[src/rtl/reset_sequencer_if.sv]
// reset_sequencer_if: lock/request inputs and staged reset outputs of the reset sequencer
interface reset_sequencer_if;
    logic       locked_in;
    logic       sw_reset_req;
    logic       rst_n_adc;
    logic       rst_n_ddc;
    logic       rst_n_fft;
    logic       rst_n_eth;
    logic       sys_ready;
    logic [2:0] seq_state;
    logic [7:0] lol_count;
    logic       lol_sticky;
    modport master (
        output locked_in, sw_reset_req,
        input  rst_n_adc, rst_n_ddc, rst_n_fft, rst_n_eth, sys_ready, seq_state, lol_count, lol_sticky
    );
    modport slave (
        input  locked_in, sw_reset_req,
        output rst_n_adc, rst_n_ddc, rst_n_fft, rst_n_eth, sys_ready, seq_state, lol_count, lol_sticky
    );
endinterface

[src/rtl/reset_sequencer.sv]
// reset_sequencer: qualifies PLL lock and releases ADC->DDC->FFT->ETH resets in order; RESET_SEQ_LOL_CNT_EN enables loss-of-lock counting
module reset_sequencer #(
    parameter int LOCK_STABLE_CYCLES = 1024,
    parameter int STAGE_GAP_CYCLES   = 16,
    parameter int LOL_FILTER_CYCLES  = 4
) (
    input logic clk_100m_in,
    input logic rst,
    reset_sequencer_if.slave bus
);
    localparam int CW = $clog2(LOCK_STABLE_CYCLES > STAGE_GAP_CYCLES ? LOCK_STABLE_CYCLES : STAGE_GAP_CYCLES) + 1;
    localparam int FW = $clog2(LOL_FILTER_CYCLES) + 1;
    typedef enum logic [2:0] {WAIT_LOCK, REL_ADC, REL_DDC, REL_FFT, REL_ETH, RUN, LOST} state_t;
    state_t state, state_n;
    logic [CW-1:0] cnt, cnt_n;
    logic [FW-1:0] filt, filt_n;
    logic sync1, locked_s, lol_evt;
    // two-flop synchroniser; the only consumer of the asynchronous lock input
    always_ff @(posedge clk_100m_in or posedge rst)
        if (rst) {locked_s, sync1} <= 2'b00;
        else     {locked_s, sync1} <= {sync1, bus.locked_in};
    // next state: cnt is the lock-stable count in WAIT_LOCK and the gap/hold timer elsewhere
    always_comb begin
        state_n = state;
        cnt_n   = '0;
        filt_n  = '0;
        lol_evt = 1'b0;
        case (state)
            WAIT_LOCK: begin
                if (locked_s && !bus.sw_reset_req) begin
                    if (cnt == CW'(LOCK_STABLE_CYCLES - 1)) state_n = REL_ADC;
                    else cnt_n = cnt + 1'b1;
                end
            end
            LOST: begin
                if (!bus.sw_reset_req) begin
                    if (cnt == CW'(STAGE_GAP_CYCLES - 1)) state_n = WAIT_LOCK;
                    else cnt_n = cnt + 1'b1;
                end
            end
            default: begin
                filt_n  = locked_s ? '0 : filt + 1'b1;
                lol_evt = !locked_s && filt == FW'(LOL_FILTER_CYCLES - 1);
                if (lol_evt || bus.sw_reset_req) begin
                    state_n = LOST;
                    filt_n  = '0;
                end else if (state != RUN) begin
                    if (cnt == CW'(STAGE_GAP_CYCLES - 1)) state_n = state_t'(state + 3'd1);
                    else cnt_n = cnt + 1'b1;
                end
            end
        endcase
    end
    // state register; reset outputs decode the next state so each release lands on the transition edge
    always_ff @(posedge clk_100m_in or posedge rst)
        if (rst) begin
            state         <= WAIT_LOCK;
            cnt           <= '0;
            filt          <= '0;
            bus.rst_n_adc <= 1'b0;
            bus.rst_n_ddc <= 1'b0;
            bus.rst_n_fft <= 1'b0;
            bus.rst_n_eth <= 1'b0;
            bus.sys_ready <= 1'b0;
        end else begin
            state         <= state_n;
            cnt           <= cnt_n;
            filt          <= filt_n;
            bus.rst_n_adc <= state_n inside {REL_ADC, REL_DDC, REL_FFT, REL_ETH, RUN};
            bus.rst_n_ddc <= state_n inside {REL_DDC, REL_FFT, REL_ETH, RUN};
            bus.rst_n_fft <= state_n inside {REL_FFT, REL_ETH, RUN};
            bus.rst_n_eth <= state_n inside {REL_ETH, RUN};
            bus.sys_ready <= state_n == RUN;
        end
    assign bus.seq_state = state;
`ifdef RESET_SEQ_LOL_CNT_EN
    // saturating count of filtered lock losses; software requests are not counted
    always_ff @(posedge clk_100m_in or posedge rst)
        if (rst) begin
            bus.lol_count  <= '0;
            bus.lol_sticky <= 1'b0;
        end else if (lol_evt) begin
            bus.lol_count  <= bus.lol_count == 8'hff ? 8'hff : bus.lol_count + 8'd1;
            bus.lol_sticky <= 1'b1;
        end
`else
    assign bus.lol_count  = '0;
    assign bus.lol_sticky = 1'b0;
`endif
endmodule

[src/flat_wrapper.sv]
// flat-port wrapper written by rule: the top's interface ports become plain ports
module reset_sequencer_flat 
#(
    parameter int LOCK_STABLE_CYCLES = 1024,
    parameter int STAGE_GAP_CYCLES   = 16,
    parameter int LOL_FILTER_CYCLES  = 4
)
  (clk_100m_in, rst, bus_locked_in, bus_sw_reset_req, bus_rst_n_adc, bus_rst_n_ddc, bus_rst_n_fft, bus_rst_n_eth, bus_sys_ready, bus_seq_state, bus_lol_count, bus_lol_sticky);
  reset_sequencer_if bus_i ();
  input logic clk_100m_in;
  input logic rst;
  input wire logic [$bits(bus_i.locked_in)-1:0] bus_locked_in;
  input wire logic [$bits(bus_i.sw_reset_req)-1:0] bus_sw_reset_req;
  output wire logic [$bits(bus_i.rst_n_adc)-1:0] bus_rst_n_adc;
  output wire logic [$bits(bus_i.rst_n_ddc)-1:0] bus_rst_n_ddc;
  output wire logic [$bits(bus_i.rst_n_fft)-1:0] bus_rst_n_fft;
  output wire logic [$bits(bus_i.rst_n_eth)-1:0] bus_rst_n_eth;
  output wire logic [$bits(bus_i.sys_ready)-1:0] bus_sys_ready;
  output wire logic [$bits(bus_i.seq_state)-1:0] bus_seq_state;
  output wire logic [$bits(bus_i.lol_count)-1:0] bus_lol_count;
  output wire logic [$bits(bus_i.lol_sticky)-1:0] bus_lol_sticky;
  assign bus_i.locked_in = bus_locked_in;
  assign bus_i.sw_reset_req = bus_sw_reset_req;
  assign bus_rst_n_adc = bus_i.rst_n_adc;
  assign bus_rst_n_ddc = bus_i.rst_n_ddc;
  assign bus_rst_n_fft = bus_i.rst_n_fft;
  assign bus_rst_n_eth = bus_i.rst_n_eth;
  assign bus_sys_ready = bus_i.sys_ready;
  assign bus_seq_state = bus_i.seq_state;
  assign bus_lol_count = bus_i.lol_count;
  assign bus_lol_sticky = bus_i.lol_sticky;
  reset_sequencer #(.LOCK_STABLE_CYCLES(LOCK_STABLE_CYCLES), .STAGE_GAP_CYCLES(STAGE_GAP_CYCLES), .LOL_FILTER_CYCLES(LOL_FILTER_CYCLES)) u_core (.clk_100m_in(clk_100m_in), .rst(rst), .bus(bus_i));
endmodule
[config.mk]
export PLATFORM = sky130hd
export DESIGN_NAME = reset_sequencer_flat
export DESIGN_NICKNAME = d
export VERILOG_FILES = /design/src/rtl/reset_sequencer_if.sv /design/src/rtl/reset_sequencer.sv /design/src/flat_wrapper.sv
export SDC_FILE = /design/constraint.sdc
export NUM_CORES = 1
export LEC_CHECK = 0
export CORE_UTILIZATION = 55
export DETAILED_ROUTE_END_ITERATION = 10
export GPL_ROUTABILITY_DRIVEN = 0
export PLACE_DENSITY = 0.81
export SLEW_MARGIN = 10
export SYNTH_ARGS = -nofsm -noshare
export SYNTH_HDL_FRONTEND = slang
export SYNTH_SLANG_ARGS = --single-unit
[constraint.sdc]
create_clock -name clk_100m_in -period 4.15 [get_ports clk_100m_in]
set_input_delay 0.83 -clock clk_100m_in [delete_from_list [all_inputs] [get_ports clk_100m_in]]
set_output_delay 0.83 -clock clk_100m_in [all_outputs]
set_load 0.05 [all_outputs]
Figure 1. The clock network.
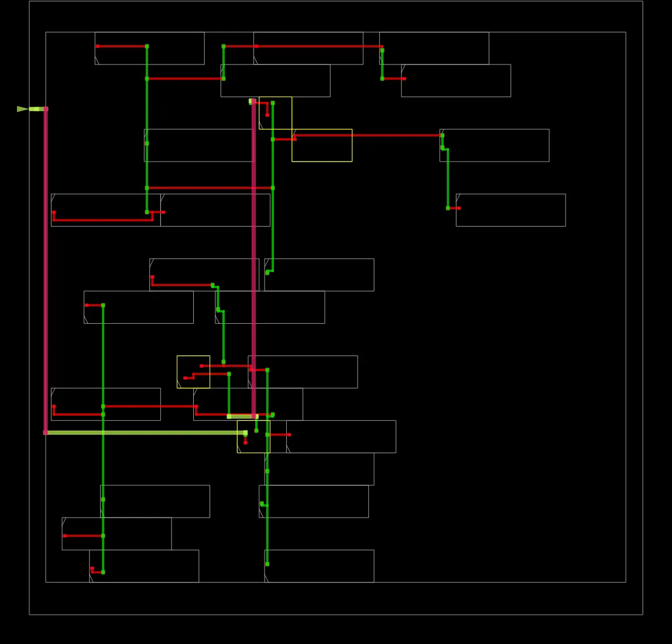
Num Clock Sinks: 24
Insertion Delay late pin: 320 ps
skew final: 10.8 ps
Power Clock: 122 uW

Figure 2. Placement by cell class.
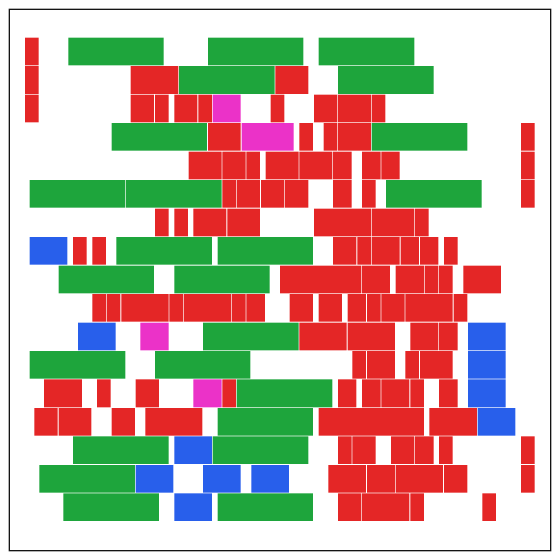
legend:
  combinational and other logic:
    colour: red
    cells: 107
  clock drivers and dummy loads:
    colour: magenta
    cells: 4
  sequential cells:
    colour: green
    cells: 24
  remaining buffers and delay cells:
    colour: blue
    cells: 11
Core Region: 0.00225 mm2
site row count: 17
post-layout instance area: 0.00150 mm2

==> impl_metrics.py <==
# Synthesis and PnR figures
metrics = {
    "status": {
        "status": "completed",
    },
    "global_route": {
        "grt_pass1_vias": 899,
        "gr-usage-met1_pct": 27.2,
        "grtUsageMet2_pct": 31.8,
        "antenna_found_initial": 0,
        "gr-max-usage-layer": "met2",
        "grt_first_pass_wirelength_mm": 4.00,
        "grtUsageMet3_pct": 2.92,
        "globalRouteOverflowTotal": 0,
    },
    "power": {
        "power_switching_uw": 373,
        "max-vdd-ir-drop_v": 0.000496,
        "clock_power_share_pct": 14.2,
        "p_int_uw": 486,
        "combPwrFrac_pct": 49.5,
        "powerComb_uw": 426,
        "p_leak_nw": 0.696,
        "power_uw": 859,
        "maxPowerGroup": "combinational cells",
    },
    "route": {
        "wl_met3_um": 86,
        "initialDrtViolationCount": 18,
        "routed_wl_mm": 2.22,
        "dr.max_layer_used": "met4",
        "drc": 0,
        "postRouteAntennaNets": 0,
        "viasPerCell": 5.40,
        "wl_per_cell_um": 12.7,
    },
    "logic_synthesis": {
        "postSynthCellCount": 132,
        "ys_sh_xor_pct": 5.83,
        "ys_sh_aoi_pct": 8.24,
        "ys_sh_simple_pct": 23.5,
        "ys_cells": 132,
        "area_leaders": "dfrtp_1 (44%), ha_1 (7.4%), buf_4 (5.0%)",
        "async_flop_share_pct": 100,
        "topCombFamilyByArea": "simple AND/OR/NAND/NOR gates",
        "top_cell_area_share_pct": 44.4,
        "yosysUniqueCellTypes": 35,
        "syn-mean-instance-area_um2": 10.2,
        "adder_share_pct": 7.41,
        "ys_seq_share_pct": 44.4,
        "ys_chip_area_mm2": 0.00135,
    },
    "final_layout": {
        "logic_area_um2": 687,
        "area_growth_pct": 10.6,
        "comb_share_pct": 45.9,
        "final_cell_count_no_fill": 174,
        "clkbuf_count": 4,
        "largest_reg_flops": 11,
        "comb_cells": 100,
        "fillerInstances": 189,
        "buf_share_pct": 7.36,
        "clkCellAreaFrac_pct": 2.43,
        "dominant_cells": "logic gates",
        "flops": 24,
        "diodes": 0,
        "nets": 159,
        "mostFrequentLayoutCell": "dfrtp_1",
        "final_cell_mix": "dfrtp_1 (24), nor2_1 (16), clkdlybuf4s50_1 (11)",
    },
    "clock_tree": {
        "clk_path_buf_depth": 2,
        "cts.clk_slew.worst_paths_ps": 130,
        "post_cts_resize_count": 0,
        "cts-root-buf": "clkbuf_4",
        "h-tree-depth": 1,
    },
    "timing": {
        "hold_violations": 0,
        "rsz0062_at_grt": "no",
        "holdWs_ps": 367,
        "period_minus_slack_ps": 2640,
        "report.final.slew_viol_count": 0,
        "tns_ps": 0,
        "fin_crit_sh_pct": 63.6,
        "fin_ws_ps": 1510,
        "relSlewSlack_pct": 43.4,
    },
    "worst_setup_path": {
        "worst_r2r_path_depth": 8,
        "startpoint_type": "input pin",
        "crit_chain": "clkdlybuf4s50_1 > nor2_1 > and3_1 > o21ai_0 > a21boi_1 > nor3_1",
        "endpoint": "u_core.cnt[5]",
        "rr_endpoint": "u_core.cnt[5]",
        "cp.arrival_ps": 2830,
        "r2r-start": "u_core.bus.seq_state[1]",
        "cp_num_buf_inv": 1,
        "crit_path_start": "bus_sw_reset_req",
    },
    "floorplan": {
        "die_w_um": 51.6,
        "initCoreUtil_pct": 59.9,
        "die_h_um": 51.6,
        "die_area_mm2": 0.00266,
    },
    "placed_design": {
        "dpl.hpwl_mm": 1.66,
        "place_ws_ps": 1210,
        "dp.cells": 170,
    },
    "hold_path": {
        "holdPathStages": 0,
        "holdCritStartpoint": "u_core.sync1",
    },
    "job": {
        "cap_violations": 0,
        "openroad.warnings": 29,
    },
}
Figure 3. Sequential cells coloured by netlist name.
Scale bar: 20 um. Other sequential cells in the stronger grey, the rest of the logic in the fainter grey.
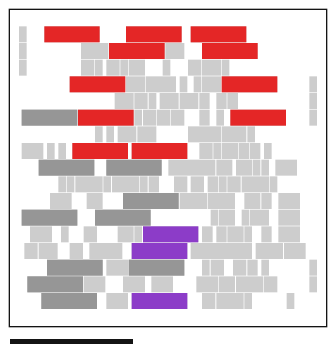
legend:
  u_core.cnt:
    colour: red
    flops: 11
  u_core.bus.seq_state:
    colour: purple
    flops: 3
flop share of the area: 40.2%
Flop area: 601 um2
Core Util, Final: 66.3%

Power figures rest on the tool's default switching activity, not on a simulated workload.
